==> config.mk <==
export PLATFORM = sky130hd
export DESIGN_NAME = ker_osc_req_responder
export DESIGN_NICKNAME = d
export VERILOG_FILES = /design/src/rtl/rcc_osc_pkg.sv /design/src/rtl/rcc_sync_cell.sv /design/src/rtl/ker_osc_req_responder.sv
export SDC_FILE = /design/constraint.sdc
export NUM_CORES = 1
export LEC_CHECK = 0
export CAP_MARGIN = 20
export CORE_UTILIZATION = 52
export DETAILED_ROUTE_END_ITERATION = 12
export GPL_TIMING_DRIVEN = 0
export PLACE_DENSITY = 0.87
export RECOVER_POWER = 100
export SYNTH_ARGS = -nofsm -noshare
export SYNTH_HDL_FRONTEND = slang
export SYNTH_SLANG_ARGS = --single-unit
==> constraint.sdc <==
create_clock -name i_clk -period 2.9 [get_ports i_clk]
set_clock_uncertainty 0.2 [all_clocks]
set_input_delay 0.435 -clock i_clk [delete_from_list [all_inputs] [get_ports i_clk]]
set_output_delay 0.435 -clock i_clk [all_outputs]
set_load 0.02 [all_outputs]
**Run 1: wiring by layer**

Scale: 6 px per um.
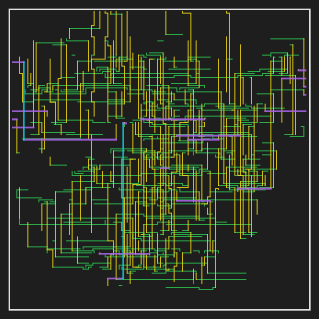
- green: M1 (wire length 1170 um)
- purple: M3 (wire length 89.0 um)
- yellow: M2 (wire length 1280 um)
- cyan: M4 (wire length 38.8 um)
total track usage: 23.13%
WL/cell: 14.98 um
detailed-route via count: 1022
final WL: 2576 um

**Run 1: routed clock nets over the placement**

Scale: 10 px per um.
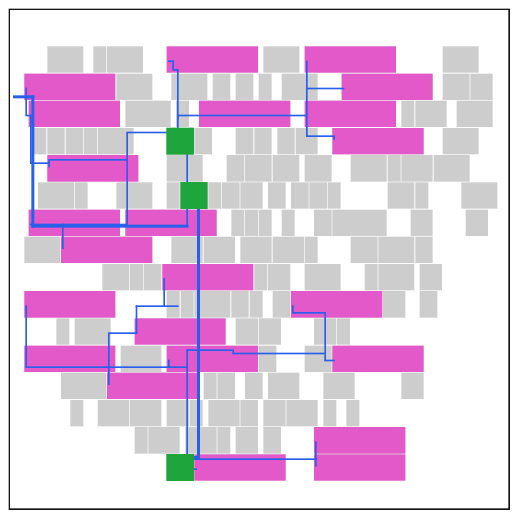
- magenta: flip-flops (count 23)
- green: clock-net drivers (count 3)
- blue: clock wires (length 241 um)
- routed clock nets: 4
- flops lie: widely spread
clk ins delay skew pair: 310 ps
clock network power share: 13.1%
Clk power: 0.000147 W

**Run 1: gate-type map**

Scale: 6 px per um.
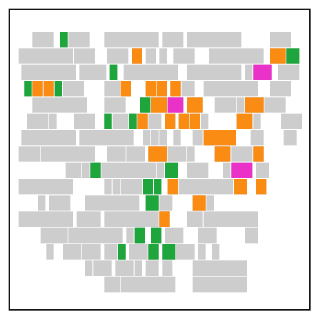
- green: nand cells (cells 18)
- magenta: non-inverting ao/oa cells (cells 3)
- orange: aoi and oai cells (cells 25)
Comb area share: 39.56%
Non-Filler Instances: 172
dominant logic cell type in the layout: dfrtp_1

==> results.toml, run 1 <==
# implementation run metrics
[die]
dieArea_mm2 = 0.002484
fp_util_pct = 57.71
die_w_um = 49.84
ios = 18
die_h_um = 49.84

[drt]
first_iter_violations = 19
postRouteAntennaNets = 0
vias_per_cell = 5.942

[clock_tree]
htreeDepth = 1
clkSlewWorstSetupHoldPaths_ps = 110
cts_setup_buffers = 0
clkSinkCount = 23
cts_resized = 0
clockRootBuffer = "clkbuf_4"
cts.path.max_buffers = 2
cts_made_buffers = 3
cts_tree = "yes"
ctsHoldBuffers = 0

[logic_synthesis]
ys_async_sr_fraction_pct = 100.0
syn_nets = 136
ys_types = 37
flop_cell = "dfrtp_1"
synth-edff-count = 0
synthCells = 124
top_cell_area_share_pct = 48.37
ys_cells = 124
ys_top_cells_by_count = "23 x dfrtp_1, 14 x nor2_1, 10 x a21oi_1"
avgSynthCellArea_um2 = 9.596
synthesis.area_mm2 = 0.001190
yosysWarnings = 0
ys_seq_share_pct = 48.37
yosysMostFrequentCell = "dfrtp_1"

[final_layout]
fill_cells = 161
syn_to_final_growth_pct = 19.35
nets = 158
largest_register_ffs = 11
layout-drive-gt1-share_pct = 5.517
diodes = 0

[placement]
gp_congestion = 0.8679
hpwl_um = 1919

[global_routing]
gr-total-overflow = 0
grtUsageMet3_pct = 1.852
grt_pass1_wl_um = 4298
grtUsageMet2_pct = 40.54
grt_max_degree = 24
globalRouteMet1Util_pct = 29.61
antenna_found_initial = 0
grt_pass1_vias = 1003

[sta]
fin_tns_setup_ps = 0
hold_viol_final = 0
drv_slew = 0
finalClockPeriodUsage_pct = 92.21
max_freq_ghz = 0.3740
layout_min_cycle_time_ps = 2674
setup_viol_count_final = 0
slew_headroom_pct = 43.59
worstMarginPinSlew_ps = 845.3

[critical_path]
cp-end-kind = "register"
r2r_slack_ps = 540
r2r_cells = 8
cp-start-kind = "input port"
cp.required_ps = 2890

[power_and_ir_drop]
internal_power_w = 0.0006463
p_sw_share_pct = 42.35
pwr_density_cell_mw_per_mm2 = 789.4
power.leakage_nw = 0.6201
comb_power_share_pct = 49.4
p_sw_w = 0.0004748
p_seq_share_pct = 37.5

[min_path]
min_path_type = "reg -> reg"

[flow_run]
warnings = 26
cap_violations = 0

[outcome]
run_status = "complete, no violations"
-- run 1: power groups by stage --
stage	registers [W]	clock network [W]	logic, W
2_1_floorplan	0.000452	0	0.000365
3_3_place_gp	0.000422	0	0.000525
3_5_place_dp	0.000428	0	0.000560
6_report	0.000420	0.000147	0.000554
5_1_grt	0.000428	0.000158	0.000608
4_1_cts	0.000421	0.000150	0.000562
-- run 1: per-stage QoR --
step	std cells	worst slack, ps	power [W]	hold WS, ps	util [%]
5_1_grt	172	107.5	0.001195	178.5	68.87
2_1_floorplan	124	804.3	0.0008170	131.2	-
6_report	172	225.9	0.001121	164.0	68.87
3_3_place_gp	168	120.5	0.0009464	131.9	67.60
3_5_place_dp	168	8.568	0.0009872	141.6	67.60
4_1_cts	172	336.2	0.001134	169.4	68.87
-- run 1: cells in the final DEF, fill, tap and decap left out, types with 4 or more instances in the layout --
cell,Yosys,final
inv_1,5,5
dfrtp_1,23,23
clkbuf_1,4,5
dlygate4sd3_1,0,10
a21oi_1,10,10
clkdlybuf4s50_1,0,7
nand3_1,6,6
nand2_1,8,8
xor2_1,6,6
nor2_1,14,14
o21ai_0,4,4
-- run 1: logic make-up after synthesis --
family,count (synthesis),share of synthesized area (%)
and+or+nand+nor,52,23.98
AOI/OAI and AO/OA,28,15.46
adders and majority gates,1,1.051
buffers and inverters,11,4.416
muxes,1,0.8413
DFF,23,48.37
xor gates and xnor gates,8,5.889
-- run 1: per-layer routing --
layer	part of all wire, %	vias to the layer above
li1	-	496
met1	45	495
met2	50	27
met3	3.5	4
met4	1.5	0
met5	0	-
-- run 1: final cells by class --
cell class / count / area, um^2 / share of cell area [%]
Buffer: 6 / 33.78 / 2.379
Clock buffer: 4 / 26.28 / 1.850
Inverter: 5 / 18.77 / 1.322
Multi-Input combinational cell: 90 / 561.8 / 39.56
Sequential cell: 23 / 575.6 / 40.53
Tap cell: 27 / 33.78 / 2.379
Timing Repair Buffer: 17 / 170.2 / 11.98
-- run 1: worst max-delay path, cell delays in order --
cell and delay, ps:
dlygate4sd3_1 570, nor4_2 80, o31ai_1 620, a311oi_1 270, or3_1 380, a211oi_1 240
a21oi_1 70
**Run 1: met3 routing**

Scale: 10 px per um.
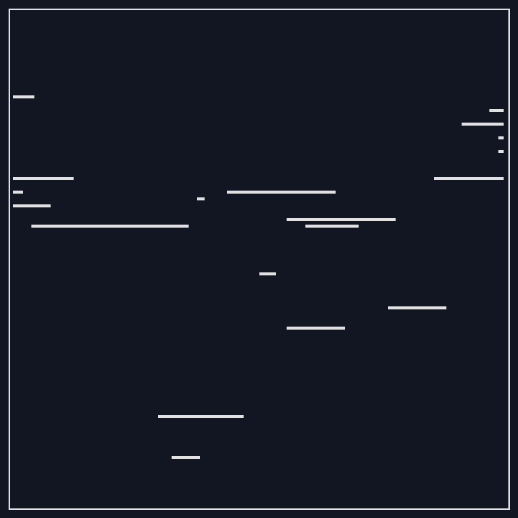

==> inputs of run 2 (changes only) <==
--- a/config.mk
+++ b/config.mk
@@ -8,9 +8,9 @@
 export CAP_MARGIN = 20
 export CORE_UTILIZATION = 52
 export DETAILED_ROUTE_END_ITERATION = 12
-export GPL_TIMING_DRIVEN = 0
 export PLACE_DENSITY = 0.87
 export RECOVER_POWER = 100
+export SLEW_MARGIN = 20
 export SYNTH_ARGS = -nofsm -noshare
 export SYNTH_HDL_FRONTEND = slang
 export SYNTH_SLANG_ARGS = --single-unit
**Run 2: met3 routing**

Scale: 10 px per um.
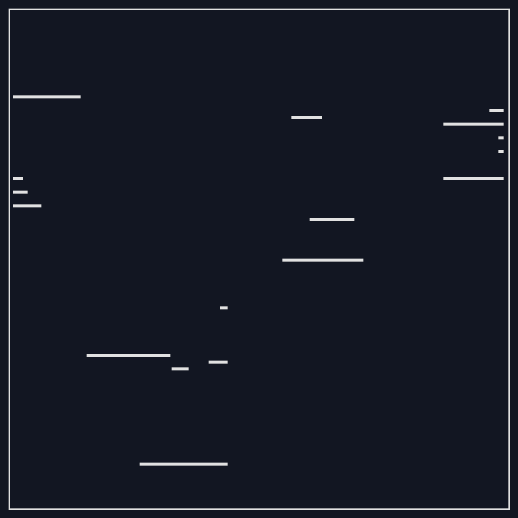
- share of all routed wire: 2.4%
- nets with wire on the layer: 14
- longest straight run: 8.50 um
met3 usage: 4.938%
final WL: 2433 um
detailed-route via count: 1010

==> run 2 against run 1 <==
Against the previous run: sequential share of layout area increased by 0.84 points; sequential power rose by 13%; clock power barely moved.
==> results.toml, run 2 <==
# implementation run metrics
[outcome]
run_status = "complete, no violations"

[drt]
vias_per_cell = 6.012
detail_route.wl_per_cell_um = 14.48
first_iter_violations = 18
postRouteAntennaNets = 0
first_pass_iters = 4

[placement]
hpwl_um = 1802
gp_congestion = 0.9202
port_buffers = 17
place_ws_ps = 134.6

[logic_synthesis]
ys_seq_share_pct = 48.37
yosysWarnings = 0
ys_top_cells_by_count = "23 x dfrtp_1, 14 x nor2_1, 10 x a21oi_1"
yosysMostFrequentCell = "dfrtp_1"
largest_area_cell = "dfrtp_1"
yosys-stat-area_mm2 = 0.001190
ys_types = 37
ys_cells = 124
syn_nets = 136
synth-edff-count = 0
top_cell_area_share_pct = 48.37
synthesis.area_mm2 = 0.001190
synthCells = 124
flop_cell = "dfrtp_1"
ys_async_sr_fraction_pct = 100.0
avgSynthCellArea_um2 = 9.596

[global_routing]
grt_usage_pct = 23.45
grt_max_degree = 24
grt_pass1_wl_um = 4271
gr-total-overflow = 0
grt_pass1_vias = 907
antenna_found_initial = 0

[clock_tree]
cts.path.max_buffers = 2
clockRootBuffer = "clkbuf_4"
cts_setup_buffers = 0
ctsHoldBuffers = 0
cts_resized = 0
cts_tree = "yes"
htreeDepth = 1
clkSinkCount = 23
clk_latency_ps = 310
cts_made_buffers = 3
clkSlewWorstSetupHoldPaths_ps = 120

[power_and_ir_drop]
p_sw_w = 0.0004586
internal_power_w = 0.0006293
ir_worst_vdd_mv = 0.4123
comb_power_share_pct = 43.2
p_seq_share_pct = 43.5
pwr_density_cell_mw_per_mm2 = 781.9
p_sw_share_pct = 42.16
p_clk_share_pct = 13.2
power_w = 0.001088
power.leakage_nw = 0.6090

[final_layout]
nets = 154
diodes = 0
fill_cells = 158
final_common_cell = "dfrtp_1"
final_cell_mix = "23 x dfrtp_1, 14 x nor2_1, 10 x a21oi_1"
largest_register_ffs = 11
syn_to_final_growth_pct = 16.93
layout-drive-gt1-share_pct = 4.255

[critical_path]
cp.required_ps = 2900
crit_type = "in -> reg"
r2r_slack_ps = 620
cp-start-kind = "input port"
cp-end-kind = "register"
r2r_cells = 8

[die]
die_h_um = 49.84
fp_util_pct = 57.71
die_w_um = 49.84
dieArea_mm2 = 0.002484
ios = 18
core_area_mm2 = 0.002062

[sta]
drv_slew = 0
slew_headroom_pct = 44.73
max_freq_ghz = 0.3871
rsz0062_at_grt = "false"
hold_viol_final = 0
setup_viol_count_final = 0
layout_min_cycle_time_ps = 2583
layout_setup_ws_ps = 316.6
finalClockPeriodUsage_pct = 89.08
fin_tns_setup_ps = 0
worstMarginPinSlew_ps = 828.1

[min_path]
min_path_type = "reg -> reg"

[flow_run]
warnings = 26
cap_violations = 0
## run 2: cell types whose count changed in the layout (fill, tap and decap cells not counted)
cell             previous run  this run
clkbuf_1                    5         2
buf_6                       1         0
clkdlybuf4s50_1             7         8
dlygate4sd3_1              10         9
nor4_1                      3         4
nor4_2                      1         0
## run 2: metal layers
layer	part of all wire (%)	wire length, um	up-vias	GRT usage [%]
met5	0	0	-	0
met4	1.7	42	0	10.95
met3	2.4	58	5	4.938
met2	47	1144	20	35.59
met1	49	1188	500	31.98
li1	-	-	485	-
## run 2: kinds of logic after synthesis
logic type	count (synthesis)	share of synthesized area, %
AND/OR/NAND/NOR	52	23.98
AND-OR/OR-AND	28	15.46
flip-flops	23	48.37
buffers and inverters	11	4.416
XOR/XNOR	8	5.889
multiplexers	1	0.8413
adder cells (fa/ha/maj)	1	1.051
## run 2: stage by stage
step                cells  hold WS (ps)  util, %  instance area (um^2)
floorplan             124         131.2        -                  1190
global placement      164         132.4    66.69                  1375
detailed placement    164         149.5    66.69                  1375
CTS                   168         175.4    67.96                  1401
global route          168         190.8    67.48                  1391
finish                168         160.8    67.48                  1391
## run 2: critical path, cell delays in order
cell             delay (ps)
clkdlybuf4s50_1         420
nor4_1                  450
o31ai_1                 130
clkbuf_1                160
a311oi_1                430
nor3_1                  120
o21ai_1                 320
a21oi_1                 120
## run 2: area by class of cell
class	count	area [um^2]	area share (%)
flip-flops and latches	23	575.6	41.37
multi-input cells	90	555.5	39.93
repair buffers	19	181.4	13.04
well taps	27	33.78	2.428
clock buffers	4	26.28	1.888
inverters	5	18.77	1.349
## run 2: power by group through the flow
| stage | logic [W] | registers [W] | clock network (W) |
|---|---|---|---|
| floorplan | 0.000365 | 0.000452 | 0 |
| global placement | 0.000458 | 0.000475 | 0 |
| detailed placement | 0.000477 | 0.000480 | 0 |
| CTS | 0.000479 | 0.000473 | 0.000151 |
| global route | 0.000521 | 0.000489 | 0.000165 |
| finish | 0.000470 | 0.000474 | 0.000144 |
Power figures rest on the tool's default switching activity, not on a simulated workload.
